Fig. 1: selected gate families
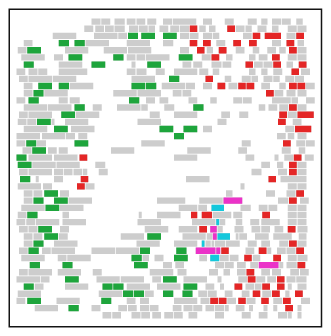
Fig. 2: clock routing
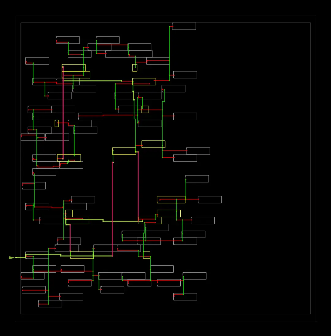
Fig. 3: met2 routing
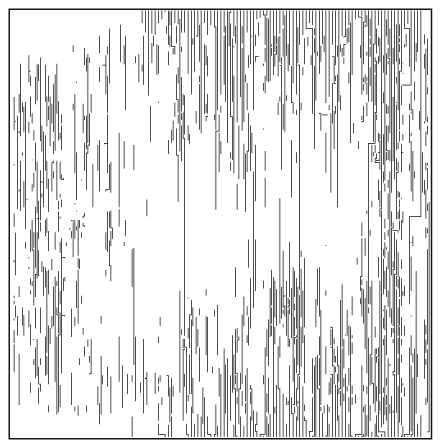
Fig. 4: sizing map
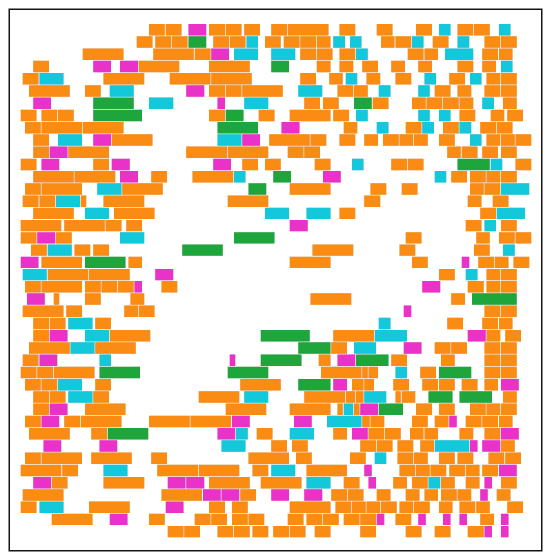
[src/rtl/dmem_arbiter_if.sv]
// Bus bundle between the CPU data port, the external requester and the data memory.
// The slave modport is the arbiter's view; the master modport is the requester/memory side.
interface dmem_arbiter_if #(
  parameter int WIDTH = 32
);
  logic             cpu_req;
  logic             cpu_we;
  logic [WIDTH-1:0] cpu_addr;
  logic [WIDTH-1:0] cpu_wdata;
  logic             cpu_gnt;
  logic             cpu_stall;
  logic [WIDTH-1:0] cpu_rdata;
  logic             cpu_rvalid;

  logic             ext_req;
  logic             ext_we;
  logic [WIDTH-1:0] ext_addr;
  logic [WIDTH-1:0] ext_wdata;
  logic             ext_lock;
  logic             ext_gnt;
  logic [WIDTH-1:0] ext_rdata;
  logic             ext_rvalid;

  logic             mem_we;
  logic [WIDTH-1:0] mem_addr;
  logic [WIDTH-1:0] mem_wdata;
  logic [WIDTH-1:0] mem_rdata;

  modport slave (
    input  cpu_req, cpu_we, cpu_addr, cpu_wdata,
    input  ext_req, ext_we, ext_addr, ext_wdata, ext_lock,
    output cpu_gnt, cpu_stall, cpu_rdata, cpu_rvalid,
    output ext_gnt, ext_rdata, ext_rvalid,
    output mem_we, mem_addr, mem_wdata,
    input  mem_rdata
  );

  modport master (
    output cpu_req, cpu_we, cpu_addr, cpu_wdata,
    output ext_req, ext_we, ext_addr, ext_wdata, ext_lock,
    input  cpu_gnt, cpu_stall, cpu_rdata, cpu_rvalid,
    input  ext_gnt, ext_rdata, ext_rvalid,
    input  mem_we, mem_addr, mem_wdata,
    output mem_rdata
  );
endinterface

[src/rtl/dmem_arbiter.sv]
// Shares the single-port data memory between the CPU data port and an external requester.
// Define ARB_STARVE_GUARD_EN to add the CPU wait counter that forces a grant after MAX_WAIT stalls.
module dmem_arbiter #(
  parameter int WIDTH    = 32,
  parameter int MAX_WAIT = 8
) (
  input logic           clk,
  input logic           reset,
  dmem_arbiter_if.slave bus
);

  if (MAX_WAIT < 1) begin : g_bad_max_wait
    $error("MAX_WAIT must be at least 1");
  end

  typedef enum logic [1:0] {
    OWN_NONE,
    OWN_CPU,
    OWN_EXT,
    OWN_EXT_LOCKED
  } owner_t;

  owner_t           owner;
  logic             rr;
  logic             force_cpu;
  logic             cpu_win;
  logic             ext_win;
  logic             cpu_gnt;
  logic             ext_gnt;
  logic [WIDTH-1:0] cpu_rdata;
  logic [WIDTH-1:0] ext_rdata;
  logic             cpu_rvalid;
  logic             ext_rvalid;

`ifdef ARB_STARVE_GUARD_EN
  localparam int            WW   = (MAX_WAIT < 1) ? 1 : $clog2(MAX_WAIT + 1);
  localparam logic [WW-1:0] WMAX = WW'(MAX_WAIT);

  logic [WW-1:0] wcnt;

  assign force_cpu = bus.cpu_req && (wcnt == WMAX);

  always_ff @(posedge clk or posedge reset) begin
    if (reset) begin
      wcnt <= '0;
    end else if (!bus.cpu_req || cpu_gnt) begin
      wcnt <= '0;
    end else if (wcnt != WMAX) begin
      wcnt <= wcnt + 1'b1;
    end
  end
`else
  assign force_cpu = 1'b0;
`endif

  // The starved CPU overrides everything, including an external lock.
  always_comb begin
    cpu_win = 1'b0;
    ext_win = 1'b0;
    if (force_cpu) begin
      cpu_win = 1'b1;
    end else if (owner == OWN_EXT_LOCKED) begin
      ext_win = bus.ext_req;
    end else if (bus.cpu_req && bus.ext_req) begin
      cpu_win = ~rr;
      ext_win = rr;
    end else begin
      cpu_win = bus.cpu_req;
      ext_win = bus.ext_req;
    end
  end

  // Grants are masked during reset so an in-flight write is never committed.
  assign cpu_gnt = cpu_win & ~reset;
  assign ext_gnt = ext_win & ~reset;

  assign bus.cpu_gnt    = cpu_gnt;
  assign bus.ext_gnt    = ext_gnt;
  assign bus.cpu_stall  = bus.cpu_req & ~cpu_gnt & ~reset;
  assign bus.cpu_rdata  = cpu_rdata;
  assign bus.ext_rdata  = ext_rdata;
  assign bus.cpu_rvalid = cpu_rvalid;
  assign bus.ext_rvalid = ext_rvalid;

  always_comb begin
    bus.mem_we    = 1'b0;
    bus.mem_addr  = '0;
    bus.mem_wdata = '0;
    if (cpu_gnt) begin
      bus.mem_we    = bus.cpu_we;
      bus.mem_addr  = bus.cpu_addr;
      bus.mem_wdata = bus.cpu_wdata;
    end else if (ext_gnt) begin
      bus.mem_we    = bus.ext_we;
      bus.mem_addr  = bus.ext_addr;
      bus.mem_wdata = bus.ext_wdata;
    end
  end

  // rr only moves on unlocked grants and always points at the loser.
  always_ff @(posedge clk or posedge reset) begin
    if (reset) begin
      owner <= OWN_NONE;
      rr    <= 1'b0;
    end else if (force_cpu) begin
      owner <= OWN_NONE;
      rr    <= 1'b1;
    end else if (owner == OWN_EXT_LOCKED) begin
      if (!(bus.ext_req && bus.ext_lock)) begin
        owner <= OWN_NONE;
      end
    end else if (ext_gnt) begin
      owner <= bus.ext_lock ? OWN_EXT_LOCKED : OWN_EXT;
      rr    <= 1'b0;
    end else if (cpu_gnt) begin
      owner <= OWN_CPU;
      rr    <= 1'b1;
    end else begin
      owner <= OWN_NONE;
    end
  end

  always_ff @(posedge clk or posedge reset) begin
    if (reset) begin
      cpu_rvalid <= 1'b0;
      ext_rvalid <= 1'b0;
      cpu_rdata  <= '0;
      ext_rdata  <= '0;
    end else begin
      cpu_rvalid <= cpu_gnt & ~bus.cpu_we;
      ext_rvalid <= ext_gnt & ~bus.ext_we;
      if (cpu_gnt && !bus.cpu_we) begin
        cpu_rdata <= bus.mem_rdata;
      end
      if (ext_gnt && !bus.ext_we) begin
        ext_rdata <= bus.mem_rdata;
      end
    end
  end

endmodule

[src/flat_wrapper.sv]
// flat-port wrapper written by rule: the top's interface ports become plain ports
module dmem_arbiter_flat 
#(
  parameter int WIDTH    = 32,
  parameter int MAX_WAIT = 8
)
  (clk, reset, bus_cpu_req, bus_cpu_we, bus_cpu_addr, bus_cpu_wdata, bus_ext_req, bus_ext_we, bus_ext_addr, bus_ext_wdata, bus_ext_lock, bus_cpu_gnt, bus_cpu_stall, bus_cpu_rdata, bus_cpu_rvalid, bus_ext_gnt, bus_ext_rdata, bus_ext_rvalid, bus_mem_we, bus_mem_addr, bus_mem_wdata, bus_mem_rdata);
  dmem_arbiter_if #(.WIDTH(WIDTH)) bus_i ();
  input logic clk;
  input logic reset;
  input wire logic [$bits(bus_i.cpu_req)-1:0] bus_cpu_req;
  input wire logic [$bits(bus_i.cpu_we)-1:0] bus_cpu_we;
  input wire logic [$bits(bus_i.cpu_addr)-1:0] bus_cpu_addr;
  input wire logic [$bits(bus_i.cpu_wdata)-1:0] bus_cpu_wdata;
  input wire logic [$bits(bus_i.ext_req)-1:0] bus_ext_req;
  input wire logic [$bits(bus_i.ext_we)-1:0] bus_ext_we;
  input wire logic [$bits(bus_i.ext_addr)-1:0] bus_ext_addr;
  input wire logic [$bits(bus_i.ext_wdata)-1:0] bus_ext_wdata;
  input wire logic [$bits(bus_i.ext_lock)-1:0] bus_ext_lock;
  output wire logic [$bits(bus_i.cpu_gnt)-1:0] bus_cpu_gnt;
  output wire logic [$bits(bus_i.cpu_stall)-1:0] bus_cpu_stall;
  output wire logic [$bits(bus_i.cpu_rdata)-1:0] bus_cpu_rdata;
  output wire logic [$bits(bus_i.cpu_rvalid)-1:0] bus_cpu_rvalid;
  output wire logic [$bits(bus_i.ext_gnt)-1:0] bus_ext_gnt;
  output wire logic [$bits(bus_i.ext_rdata)-1:0] bus_ext_rdata;
  output wire logic [$bits(bus_i.ext_rvalid)-1:0] bus_ext_rvalid;
  output wire logic [$bits(bus_i.mem_we)-1:0] bus_mem_we;
  output wire logic [$bits(bus_i.mem_addr)-1:0] bus_mem_addr;
  output wire logic [$bits(bus_i.mem_wdata)-1:0] bus_mem_wdata;
  input wire logic [$bits(bus_i.mem_rdata)-1:0] bus_mem_rdata;
  assign bus_i.cpu_req = bus_cpu_req;
  assign bus_i.cpu_we = bus_cpu_we;
  assign bus_i.cpu_addr = bus_cpu_addr;
  assign bus_i.cpu_wdata = bus_cpu_wdata;
  assign bus_i.ext_req = bus_ext_req;
  assign bus_i.ext_we = bus_ext_we;
  assign bus_i.ext_addr = bus_ext_addr;
  assign bus_i.ext_wdata = bus_ext_wdata;
  assign bus_i.ext_lock = bus_ext_lock;
  assign bus_cpu_gnt = bus_i.cpu_gnt;
  assign bus_cpu_stall = bus_i.cpu_stall;
  assign bus_cpu_rdata = bus_i.cpu_rdata;
  assign bus_cpu_rvalid = bus_i.cpu_rvalid;
  assign bus_ext_gnt = bus_i.ext_gnt;
  assign bus_ext_rdata = bus_i.ext_rdata;
  assign bus_ext_rvalid = bus_i.ext_rvalid;
  assign bus_mem_we = bus_i.mem_we;
  assign bus_mem_addr = bus_i.mem_addr;
  assign bus_mem_wdata = bus_i.mem_wdata;
  assign bus_i.mem_rdata = bus_mem_rdata;
  dmem_arbiter #(.WIDTH(WIDTH), .MAX_WAIT(MAX_WAIT)) u_core (.clk(clk), .reset(reset), .bus(bus_i));
endmodule
[config.mk]
export PLATFORM = sky130hd
export DESIGN_NAME = dmem_arbiter_flat
export DESIGN_NICKNAME = d
export VERILOG_FILES = /design/src/rtl/dmem_arbiter_if.sv /design/src/rtl/dmem_arbiter.sv /design/src/flat_wrapper.sv
export SDC_FILE = /design/constraint.sdc
export NUM_CORES = 1
export LEC_CHECK = 0
export CAP_MARGIN = 10
export CORE_AREA = 2 2 116 118
export CTS_CLUSTER_SIZE = 10
export DETAILED_ROUTE_END_ITERATION = 8
export DIE_AREA = 0 0 118 120
export GPL_TIMING_DRIVEN = 0
export PLACE_DENSITY = 0.72
export REMOVE_ABC_BUFFERS = 1
export SETUP_SLACK_MARGIN = 0.02
export SLEW_MARGIN = 10
export SYNTH_ARGS = -nofsm -noshare
export SYNTH_HDL_FRONTEND = slang
export SYNTH_SLANG_ARGS = --single-unit
[constraint.sdc]
create_clock -name clk -period 2.9 [get_ports clk]
set_input_delay 0.58 -clock clk [delete_from_list [all_inputs] [get_ports clk]]
set_output_delay 0.58 -clock clk [all_outputs]
set_load 0.05 [all_outputs]
==> impl_metrics.toml <==
# flow metrics
[synth]
synth_cells = 239
ys_sh_mux = 0.246
ys_warn_count = 0
synth-edff-count = 0
synth_xor_xnor_area_share = 0
syn_area_per_cell_sq_um = 14.1
ys_top_logic_family = "multiplexers"
synth_area_sq_mm = 0.00337
ys_cells = 239

[routing]
avgViaCountPerCell = 4.73
drt_first_pass_iters = 4
met3_length_mm = 1.54
drtIter0Drc = 153

[cts]
clockRootBuffer = "clkbuf_16"
cts_tree = "built"
cts_made_buffers = 9
clockBufferDepth = 2

[final_layout]
n_fill_cell = 1128
top_regs = "u_core.bus.cpu_rdata x32, u_core.bus.ext_rdata x32, u_core.owner x2"
register_area_sq_mm = 0.00173
area_delta_synth_final_pct = 106
drive_above_1_share = 0.302

[global_route]
grt_use_total = 0.218
grt_start_max_net_pins = 38
grt_pass1_vias = 3696
antenna_found_initial = 5
grt-ovfl-total = 0

[sta]
whs_ns = 0.500
rsz0062_at_grt = "yes"
report.final.hold_viol_count = 0
finalCritPeriodShare = 0.974
setup_violations = 0

[setup_path]
r2r_start = "u_core.owner[1]$_DFFE_PP0P_"
cp-startpoint = "reset"
cpPeakStageDelay_ns = 0.31

[pwr]
max-vdd-ir-drop_v = 0.000648

[run_status]
outcome = "finished, final reports clean"

[placement]
dpl.hpwl_mm = 12.5
place_ws_ns = -1.21
-- Fig. 1 (at the start) --
- AND-OR and OR-AND gates: red (cells 68)
- multiplexers: green (cells 64)
- NAND gates: cyan (cells 5)
- inverting AOI/OAI gates: magenta (cells 6)
fraction of area in multi-input gates: 0.230
Layout Cells excl Fill: 727
Commonest Layout Cell: clkdlybuf4s50_1

-- Fig. 2 (at the start) --
CLK BUF: 10
Clk Latency, worst-skew pair: 0.33 ns
Setup Skew: 0.00788 ns
seq_cells: 69

-- Fig. 3 (at the start) --
- wire length on this layer: 7820 microns
- nets with wire on the layer: 678
- main direction: vertical
- longest straight run: 64.4 microns
- share of all routed wire: 50%
WL final: 15.7 mm
vias post-DR: 3440
met2 Track Usage GR: 0.363

-- Fig. 4 (at the start) --
- drive 3 to 4: cyan (cells 73; share 13%; most used mux2_4)
- drive 2: magenta (cells 67; share 12%; most used mux2_2)
- drive 6 and up: green (cells 26; share 4.7%; most used clkbuf_16)
- drive 1 or less: orange (cells 383; share 70%; most used clkdlybuf4s50_1)
Worst Slack Setup Final: 0.0754 ns
post-route cell area: 0.00696 sq mm
Buffers, non-clock: 313

-- worst max-delay path, delay by kind of cell --
kind                   cells  cell delay [ns]
buffers and inverters      5             1.00
AOI/OAI and AO/OA          2             0.46
and+or+nand+nor            1             0.19
-- cell type report --
cell class | instances | share of cell area
Tap cell | 176 | 0.0316
Sequential cell | 69 | 0.248
Antenna cell | 2 | 0.000719
Inverter | 4 | 0.00252
Timing Repair Buffer | 313 | 0.442
Multi-Input combinational cell | 147 | 0.230
Clock buffer | 10 | 0.0329
Clock inverter | 6 | 0.0126
-- power by group --
group	total, mW	leakage [nW]	switching [mW]	internal (mW)
combinational	2.67	2.11	1.61	1.05
clock	1.16	0.145	0.413	0.751
sequential	1.37	0.825	0.148	1.22
Power figures rest on the tool's default switching activity, not on a simulated workload.
